Design vend_ctrl, sky130hd; sources not shown.
Wire density map:
(4 px per um) 15 x 16 tiles, from dark blue (low) to red (high), scaled to the fullest tile. Values are wire area over tile area, all layers added.
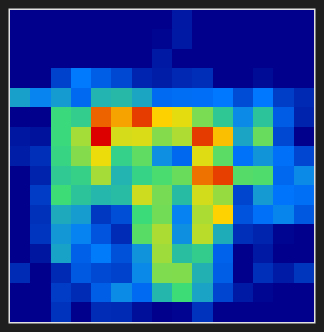
mean over tiles: 0.12
densest ninth of the die: center
fullest tile: 0.53
WL/cell: 17.5 um
number of vias after detailed routing: 1465
post-detailed-routing wire length: 4700 um
GRT Overall Usage: 16.5%

M3 wires:
(6 px per um) Cells faint in the background.
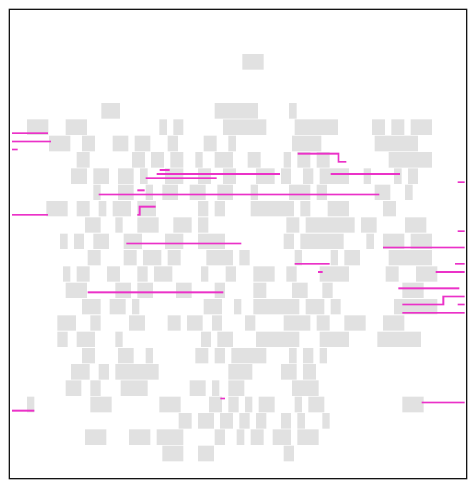
wire length on this layer: 234 um
longest straight run: 46.5 um
share of all routed wire: 5.0%
nets with wire on the layer: 23
met3 track demand over resource in global routing: 2.21%

==> flow_results.org <==
* Flow results

** Clocking
- Insertion delay of the later-clocked pin in the worst-skew pair :: approximately 240 ps
- Clock tree root buffer cell :: sky130_fd_sc_hd__clkbuf_8
- Per the TritonCTS log, the buffer count is 3.
- The clock passes through at most 2 buffers.

** Timing
- Looking at the max-slew report, the worst-margin pin has a slew of 653 ps.
- Fraction of the cycle the final worst path needs :: 93.4%
- Min setup slack post-route :: just over 200 ps
- Max-slew violation total from the final report :: 0
- Setup violation total in the final timing report :: 0
- Aggregate negative setup slack :: 0 ps
- Across the routed clock network, the largest skew measured is slightly above 7 ps.

** Logic synthesis
- Simple logic cell fraction of the synthesized area :: between 30% and 40%
- The cell-mix breakdown from Yosys lists the XOR/XNOR area share as approximately 1.4%.
- For this run, the leading register cell type out of synthesis is sky130_fd_sc_hd__dfxtp_1.
- After synthesis the netlist holds a flip-flop and latch count of 12.
- Yosys reported that registers with async set or reset make up 0%.
- The synthesis report lists the most area-consuming cells as sky130_fd_sc_hd__dfxtp_1 (19%), sky130_fd_sc_hd__ha_1 (6.0%), sky130_fd_sc_hd__a21oi_1 (5.2%).
- Of the total synthesized cell area, the portion taken by AND-OR and OR-AND cells is between 20% and 30%.
- Syn_area_per_cell :: 7.42 um^2
- Most frequent cells after synthesis :: sky130_fd_sc_hd__nor2_1 (16), sky130_fd_sc_hd__a21oi_1 (13), sky130_fd_sc_hd__dfxtp_1 (12)
- Yosys Instances :: 169
- The biggest area contributor in the post-synthesis netlist is sky130_fd_sc_hd__dfxtp_1.

** Floorplan
- Tap Count :: ~70
- 21 I/O pins were placed.
- Die span in x :: between 70 and 80 um
- Once the floorplan was initialized, standard cells occupied 24.9% of the core.

** Global route
- Global routing put the most usage on met2.
- The initial antenna violation count came to 0.
- Met2 usage :: approximately 29%
- Global routing finished with a remaining overflow of 0.

** Worst setup path
- Top delay family on crit path :: AND-OR/OR-AND gates
- Data on the critical path is required at its endpoint by roughly 3200 ps.
- In the setup report, the worst path falls into the class in2reg.
- The worst setup path is captured at a flop.
- For flop-to-flop paths, the worst setup slack is around 300 ps.
- Depth of the most critical reg-to-reg path :: 9

** Layout
- Final non-filler cell total :: about 270
- Highest-count cells in the layout ignoring fill and taps :: sky130_fd_sc_hd__clkdlybuf4s50_1 (19), sky130_fd_sc_hd__buf_4 (19), sky130_fd_sc_hd__nor2_1 (16)
- Portion of the layout cell area used by non-clock buffers :: 20.0%
- Final Net Count :: 217
- The register with the most flip-flops in the layout has 5 of them.
- The biggest slice of the area belongs to combinational gates.
- The layout summary lists the proportion of cells stronger than drive strength 1 as about 16%.
- Inverters :: 7
- Flip-flops :: 12
- Counting plain and timing-repair buffers in the layout gives 38.
- The multi-input combinational cells in the finished layout cover a total of between 900 and 1000 um^2.
- Synth-to-Final Area Change :: 32.7%

** Hold path
- Worst hold-check path type :: reg2reg

** Pwr
- Combinational group power :: ~230 uW
- Top power consumer group :: combinational cells
- The clock network burns about a quarter of the power.
- Maximum vdd ir drop :: about 0.0001 V
- Static leakage power :: around 0.62 nW
- The flow reports that sequential cells draw ~33% of the design power.

** Placement
- RePlAce ended its routability-driven mode at a weighted congestion of 0.788.
- Placed cell count :: ~270
- Buffers placed on the I/O ports in this run total 19.

** Outcome
- Result of the run :: finished clean

** Routing
- DRC :: 0
## worst register-to-register path, stage by stage (launching register included)
cell	delay, ps
sky130_fd_sc_hd__dfxtp_2	400
sky130_fd_sc_hd__inv_1	120
sky130_fd_sc_hd__ha_1	320
sky130_fd_sc_hd__or3b_1	410
sky130_fd_sc_hd__a21boi_1	210
sky130_fd_sc_hd__nor3_1	90
sky130_fd_sc_hd__a2111o_1	400
sky130_fd_sc_hd__o311ai_2	360
sky130_fd_sc_hd__nand4b_1	160
sky130_fd_sc_hd__o211a_1	230
## timing repair
item                                    in CTS  in global routing
endpoints found under the setup margin       0                  1
resized                                      0                  1
buffers inserted                             0                  0
## layer usage
layer / up-vias / routed length, um
li1: 700 / -
met1: 721 / 2060
met2: 38 / 2350
met3: 6 / 233
met4: 0 / 56
met5: - / 0
No activity file was given, so power comes from the tool's default toggle rates.
